==> src/rtl/prbs_pkg.sv <==
// prbs_pkg: shared types and helpers for the parallel PRBS generator/checker.
// Sync FSM encodings, constant clog2 and a 64-bit popcount.
package prbs_pkg;

    typedef enum logic {
        ST_HUNT   = 1'b0,
        ST_LOCKED = 1'b1
    } prbs_state_e;

    function automatic int clog2(input int v);
        int r;
        r = 0;
        for (int i = 0; i < 31; i++) begin
            if ((1 << i) < v) r = i + 1;
        end
        return r;
    endfunction

    function automatic logic [6:0] popcount(input logic [63:0] v);
        logic [6:0] n;
        n = '0;
        for (int i = 0; i < 64; i++) begin
            n = n + 7'(v[i]);
        end
        return n;
    endfunction

endpackage

==> src/rtl/prbs_par_lfsr.sv <==
// prbs_par_lfsr: combinational NBITS-step unroll of an x^L + x^T + 1 LFSR.
// Generator mode feeds back its own output; checker mode shifts in received bits.
module prbs_par_lfsr #(
    parameter int L        = 23,
    parameter int T        = 18,
    parameter int NBITS    = 8,
    parameter int CHK_MODE = 0
) (
    input  logic [L-1:0]     state,
    input  logic [NBITS-1:0] din,
    output logic [L-1:0]     state_nxt,
    output logic [NBITS-1:0] dout
);

    logic [L-1:0] s;
    logic         b;
    logic         fb;

    // Unroll NBITS serial steps; bit 0 is the earliest step.
    always_comb begin
        s    = state;
        b    = 1'b0;
        fb   = 1'b0;
        dout = '0;
        for (int i = 0; i < NBITS; i++) begin
            b       = s[L-1] ^ s[T-1];
            fb      = (CHK_MODE != 0) ? din[i] : b;
            dout[i] = (CHK_MODE != 0) ? (din[i] ^ b) : b;
            s       = {s[L-2:0], fb};
        end
        state_nxt = s;
    end

endmodule

==> src/rtl/prbs_gen_chk_par.sv <==
// prbs_gen_chk_par: word-parallel PRBS generator and self-synchronising checker.
// Checker runs a HUNT/LOCKED sync FSM and a saturating bit-error counter.
module prbs_gen_chk_par
    import prbs_pkg::*;
#(
    parameter int POLY_LENGTH = 23,
    parameter int POLY_TAP    = 18,
    parameter int NBITS       = 8,
    parameter int INV_PATTERN = 1,
    parameter int LOCK_CNT    = 16,
    parameter int UNLOCK_CNT  = 4,
    parameter int CNT_W       = 32
) (
    input  logic             CLK,
    input  logic             RST_N,
    input  logic             GEN_EN,
    input  logic             INJ_ERR,
    output logic [NBITS-1:0] GEN_DATA,
    output logic             GEN_VALID,
    input  logic [NBITS-1:0] CHK_DATA,
    input  logic             CHK_VALID,
    input  logic             CLR_CNT,
    output logic [NBITS-1:0] ERR_VEC,
    output logic             ERR_DETECT,
    output logic             ERR_VALID,
    output logic             LOCKED,
    output logic [CNT_W-1:0] ERR_CNT
);

    localparam int L  = POLY_LENGTH;
    localparam int GW = clog2(LOCK_CNT + 1);
    localparam int BW = clog2(UNLOCK_CNT + 1);
    localparam int SW = CNT_W + 8;

    localparam logic [NBITS-1:0] INV_MASK =
        (INV_PATTERN != 0) ? {NBITS{1'b1}} : {NBITS{1'b0}};

    logic [L-1:0]     gen_s;
    logic [L-1:0]     gen_s_nxt;
    logic [NBITS-1:0] gen_bits;
    logic [L-1:0]     chk_s;
    logic [L-1:0]     chk_s_nxt;
    logic [NBITS-1:0] chk_r;
    logic [NBITS-1:0] chk_e_raw;
    logic [NBITS-1:0] chk_e;
    logic             err_any;
    logic [6:0]       err_pc;
    logic [SW-1:0]    cnt_sum;
    logic [CNT_W-1:0] cnt_sat;

    prbs_state_e      state;
    logic [GW-1:0]    good_run;
    logic [BW-1:0]    bad_run;

    prbs_par_lfsr #(
        .L        (L),
        .T        (POLY_TAP),
        .NBITS    (NBITS),
        .CHK_MODE (0)
    ) u_gen (
        .state     (gen_s),
        .din       ({NBITS{1'b0}}),
        .state_nxt (gen_s_nxt),
        .dout      (gen_bits)
    );

    prbs_par_lfsr #(
        .L        (L),
        .T        (POLY_TAP),
        .NBITS    (NBITS),
        .CHK_MODE (1)
    ) u_chk (
        .state     (chk_s),
        .din       (chk_r),
        .state_nxt (chk_s_nxt),
        .dout      (chk_e_raw)
    );

    assign chk_r   = CHK_DATA ^ INV_MASK;
    // All-zero state is the lockup pattern and never a valid sequence.
    assign chk_e   = (chk_s == '0) ? {NBITS{1'b1}} : chk_e_raw;
    assign err_any = |chk_e;
    assign err_pc  = popcount(64'(chk_e));
    assign cnt_sum = SW'(ERR_CNT) + SW'(err_pc);
    assign cnt_sat = (|cnt_sum[SW-1:CNT_W]) ? {CNT_W{1'b1}}
                                            : cnt_sum[CNT_W-1:0];
    assign LOCKED  = (state == ST_LOCKED);

    // Generator: advance one word per enabled cycle, inject on bit 0 only.
    always_ff @(posedge CLK) begin
        if (!RST_N) begin
            gen_s     <= '1;
            GEN_DATA  <= '0;
            GEN_VALID <= 1'b0;
        end else begin
            GEN_VALID <= GEN_EN;
            if (GEN_EN) begin
                gen_s    <= gen_s_nxt;
                GEN_DATA <= gen_bits ^ INV_MASK ^ NBITS'(INJ_ERR);
            end
        end
    end

    // Checker datapath: self-synchronising state and per-bit error flags.
    always_ff @(posedge CLK) begin
        if (!RST_N) begin
            chk_s      <= '1;
            ERR_VEC    <= '0;
            ERR_VALID  <= 1'b0;
            ERR_DETECT <= 1'b0;
        end else begin
            ERR_VALID  <= CHK_VALID;
            ERR_DETECT <= CHK_VALID & err_any;
            if (CHK_VALID) begin
                chk_s   <= chk_s_nxt;
                ERR_VEC <= chk_e;
            end
        end
    end

    // Sync FSM: count clean words to lock, errored words to unlock.
    always_ff @(posedge CLK) begin
        if (!RST_N) begin
            state    <= ST_HUNT;
            good_run <= '0;
            bad_run  <= '0;
        end else if (CHK_VALID) begin
            unique case (state)
                ST_HUNT: begin
                    if (err_any) begin
                        good_run <= '0;
                    end else if (good_run == GW'(LOCK_CNT - 1)) begin
                        state    <= ST_LOCKED;
                        good_run <= GW'(LOCK_CNT);
                        bad_run  <= '0;
                    end else begin
                        good_run <= good_run + 1'b1;
                    end
                end
                ST_LOCKED: begin
                    if (!err_any) begin
                        bad_run <= '0;
                    end else if (bad_run == BW'(UNLOCK_CNT - 1)) begin
                        state    <= ST_HUNT;
                        bad_run  <= BW'(UNLOCK_CNT);
                        good_run <= '0;
                    end else begin
                        bad_run <= bad_run + 1'b1;
                    end
                end
            endcase
        end
    end

    // Error counter: saturating, only while locked, clear has priority.
    always_ff @(posedge CLK) begin
        if (!RST_N) begin
            ERR_CNT <= '0;
        end else if (CLR_CNT) begin
            ERR_CNT <= '0;
        end else if (CHK_VALID && state == ST_LOCKED) begin
            ERR_CNT <= cnt_sat;
        end
    end

endmodule

==> config.mk <==
export PLATFORM = sky130hd
export DESIGN_NAME = prbs_gen_chk_par
export DESIGN_NICKNAME = d
export VERILOG_FILES = /design/src/rtl/prbs_pkg.sv /design/src/rtl/prbs_par_lfsr.sv /design/src/rtl/prbs_gen_chk_par.sv
export SDC_FILE = /design/constraint.sdc
export NUM_CORES = 1
export LEC_CHECK = 0
export ABC_AREA = 1
export CORE_ASPECT_RATIO = 1.25
export CORE_MARGIN = 5
export CORE_UTILIZATION = 52
export DETAILED_ROUTE_END_ITERATION = 10
export PLACE_DENSITY = 0.75
export SYNTH_ARGS = -nofsm -noshare
export SYNTH_HDL_FRONTEND = slang
export SYNTH_HIERARCHICAL = 1
export SYNTH_SLANG_ARGS = --single-unit
==> constraint.sdc <==
create_clock -name CLK -period 6.1 [get_ports CLK]
set_input_delay 1.22 -clock CLK [delete_from_list [all_inputs] [get_ports CLK]]
set_output_delay 1.22 -clock CLK [all_outputs]
set_load 0.05 [all_outputs]
==> impl_metrics.ini, run 1 <==
; implementation run metrics
[status]
outcome = completed

[final_timing]
finalHoldViolations = 0
clock_skew_ps = 6.12
fin_crit_sh_pct = 83.5

[die]
die_y_um = 132
well_tap_count = 161

[min_path]
min_from = gen_s[0]

[final_layout]
insertedDiodeCount = 0
fin_nets = 973
nNonClkBuffers = 70
nFillCells = 1142
buffer_area_share_pct = 9.89
clkbuf_count = 9
stdcell_area_um2 = 6910
flop_area_um2 = 2120

[detailed_routing]
drt.antenna.violating_nets = 0
drt-total-wl_um = 13500
via_count = 5462

[setup_path]
timing.critical_path.buf_inv = 7
r2r-start = chk_s[10]
crit_arrival_ps = 5400
rr_worst_depth = 20
critPathMaxFanout = 17
rrSetupSlack_ps = 1680
critical_path.top_delay_family = adder cells
timing.rr.end = ERR_CNT[19]

[cts]
clk_latency_ps = 350
path_clk_slew_ps = 70
numCtsBuffers = 9

[grt]
grt_max_degree = 68

[run]
cap_violations = 0
warnings = 26

[placed_design]
postPlaceCellArea_um2 = 6620
place_ws_ps = 638

[power_and_ir_drop]
pg_comb_mw = 0.243
internal_power_mw = 1.10

[synth]
yosys_warnings = 6
run_1/logic_types.png
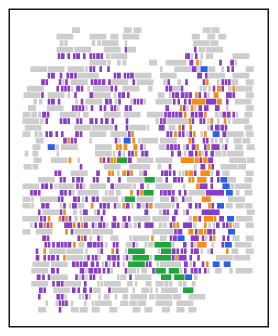
legend:
  orange:
    family: NOR gates
    cells: 88
    most_used: nor2_1
  purple:
    family: NAND gates
    cells: 433
    most_used: nand2_1
  green:
    family: adder and majority cells
    cells: 15
    most_used: ha_1
    where: bottom middle
  blue:
    family: XOR/XNOR gates
    cells: 15
    most_used: xnor2_1

run_1/layer_met2.png
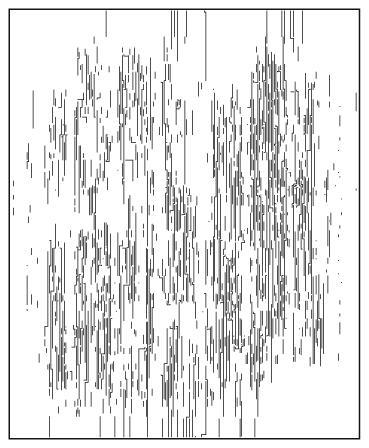
longest straight run: 52.2 um
nets with wire on the layer: 715

run_1/placement_by_type.png
Bar = 20 um. Fill, decap, tap and diode cells in gray.
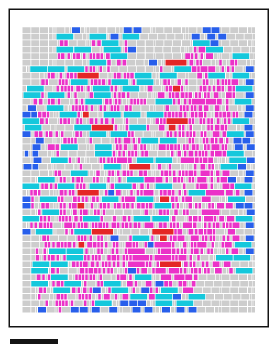
legend:
  cyan:
    class: flops
    cells: 106
    share_of_their_area: 32%
  red:
    class: clock drivers and dummy loads
    cells: 16
    share_of_their_area: 4.3%
  magenta:
    class: combinational and other logic
    cells: 757
    share_of_their_area: 54%
  blue:
    class: other buffers and delay cells
    cells: 70
    share_of_their_area: 10%

--- run 2 (diff from run 1) ---
Clock period 6.1 ns to 4.7 ns, I/O delays scaled along.
run_2/layer_met2.png
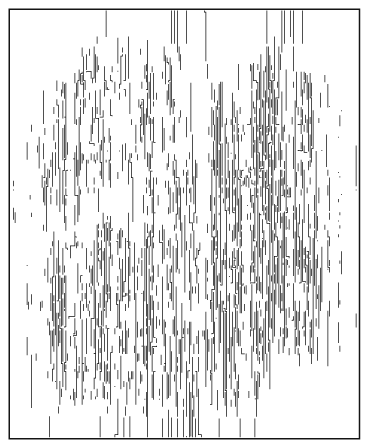
share of all routed wire: 51%
main direction: vertical
wire length on this layer: 6950 um
longest straight run: 42.7 um
nets with wire on the layer: 732

run_2/clocks.png
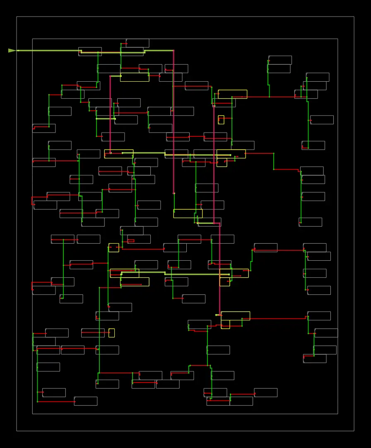
clk sinks: 106
Num CTS Buffers: 9

==> impl_metrics.ini, run 2 <==
; implementation run metrics
[synth]
yosys_warnings = 6

[final_layout]
sh_seq_area_pct = 29.9
nNonClkBuffers = 85
clkbuf_count = 9
insertedDiodeCount = 0
stdcell_area_um2 = 7090
fin_nets = 988
flop_area_um2 = 2120
nFillCells = 1166
post-route-util_pct = 60.7
area_growth_pct = 14.1
buffer_area_share_pct = 11.8

[status]
outcome = completed

[setup_path]
critPathMaxFanout = 6
crit_arrival_ps = 4550
timing.critical_path.buf_inv = 6
r2r-start = chk_s[10]
rrSetupSlack_ps = 470
critical_path.top_delay_family = adder cells
crit_end = ERR_CNT[12]
worstPathRequired_ps = 4970
rr_worst_depth = 19
timing.rr.end = ERR_CNT[12]

[die]
io_pins = 66
well_tap_count = 161
die_y_um = 132

[final_timing]
clock_skew_ps = 7.35
finalHoldViolations = 0
slew_headroom_pct = 48.5
finalSetupViolations = 0

[placed_design]
postPlaceCellArea_um2 = 6730

[min_path]
min_from = gen_s[9]

[cts]
path_clk_slew_ps = 70
clk_latency_ps = 350
hold_buffers = 0

[power_and_ir_drop]
internal_power_mw = 1.44
pg_comb_mw = 0.348

[grt]
grt_max_degree = 67
gr-max-usage-layer = met2
grtUsageMet2_pct = 34.9

[detailed_routing]
via_count = 5495
first_iter_violations = 268
routedWlPerCell_um = 12.2
drt.antenna.violating_nets = 0

[run]
cap_violations = 0
warnings = 26
--- run 3 (diff from run 2) ---
Settings changed: PLACE_DENSITY 0.75 to 0.74.
Clock period 4.7 ns to 4.79 ns, I/O delays scaled along.
run_3/logic_types.png
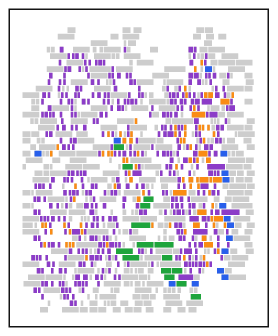
legend:
  green:
    family: adder and majority cells
    cells: 15
    most_used: ha_1
    where: bottom middle
  purple:
    family: NAND gates
    cells: 433
    most_used: nand2_1
  orange:
    family: NOR gates
    cells: 88
    most_used: nor2_1
  blue:
    family: XOR/XNOR gates
    cells: 15
    most_used: xnor2_1

run_3/placement_by_type.png
Bar = 20 um. Fill, decap, tap and diode cells in gray.
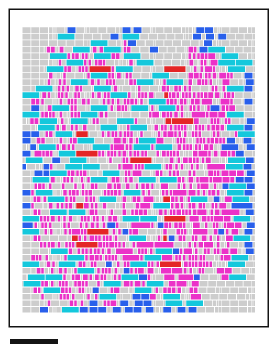
legend:
  red:
    class: clock drivers and dummy loads
    cells: 16
    share_of_their_area: 4.1%
  magenta:
    class: combinational and other logic
    cells: 757
    share_of_their_area: 53%
  blue:
    class: other buffers and delay cells
    cells: 82
    share_of_their_area: 12%
  cyan:
    class: flops
    cells: 106
    share_of_their_area: 31%

==> impl_metrics.ini, run 3 <==
; implementation run metrics
[final_timing]
min_period_ps = 4610
clock_skew_ps = 7.78
slew_headroom_pct = 54.3
worst_pin_slew_ps = 685
timing.hold.ws_ps = 459
fin_crit_sh_pct = 96.2
finalHoldViolations = 0

[power_and_ir_drop]
internal_power_mw = 1.42
p_switching_mw = 0.572
pg_comb_mw = 0.342
p_total_mw = 2.00

[final_layout]
area_growth_pct = 13.9
insertedDiodeCount = 0
nFillCells = 1112
fin_nets = 985
stdcell_area_um2 = 7080
sh_seq_area_pct = 30.0
post-route-util_pct = 60.6
nNonClkBuffers = 82
flop_area_um2 = 2120
clkbuf_count = 10

[status]
outcome = completed

[setup_path]
worstPathRequired_ps = 5070
timing.rr.end = ERR_CNT[12]
crit_end = ERR_CNT[12]
critPathMaxFanout = 6
critical_path.top_delay_family = adder cells
r2r-start = chk_s[0]
rrSetupSlack_ps = 530
crit_arrival_ps = 4890
timing.critical_path.buf_inv = 7

[run]
cap_violations = 0
warnings = 26

[grt]
grt_max_degree = 67
antenna_found_initial = 0
gr-max-usage-layer = met2
grtUsageMet2_pct = 34.0

[synth]
yosys_warnings = 6

[placed_design]
post-dp-hpwl_um = 9970
place_ws_ps = -150
postPlaceCellArea_um2 = 6710

[detailed_routing]
via_count = 5460
drt.antenna.violating_nets = 0
drt-total-wl_um = 13600
routedWlPerCell_um = 12.1
first_iter_violations = 298

[cts]
path_clk_slew_ps = 70
clock_sinks = 106
hold_buffers = 0
clk_latency_ps = 350
numCtsBuffers = 9

[die]
die_y_um = 132
io_pins = 66
well_tap_count = 161

[min_path]
min_from = gen_s[9]
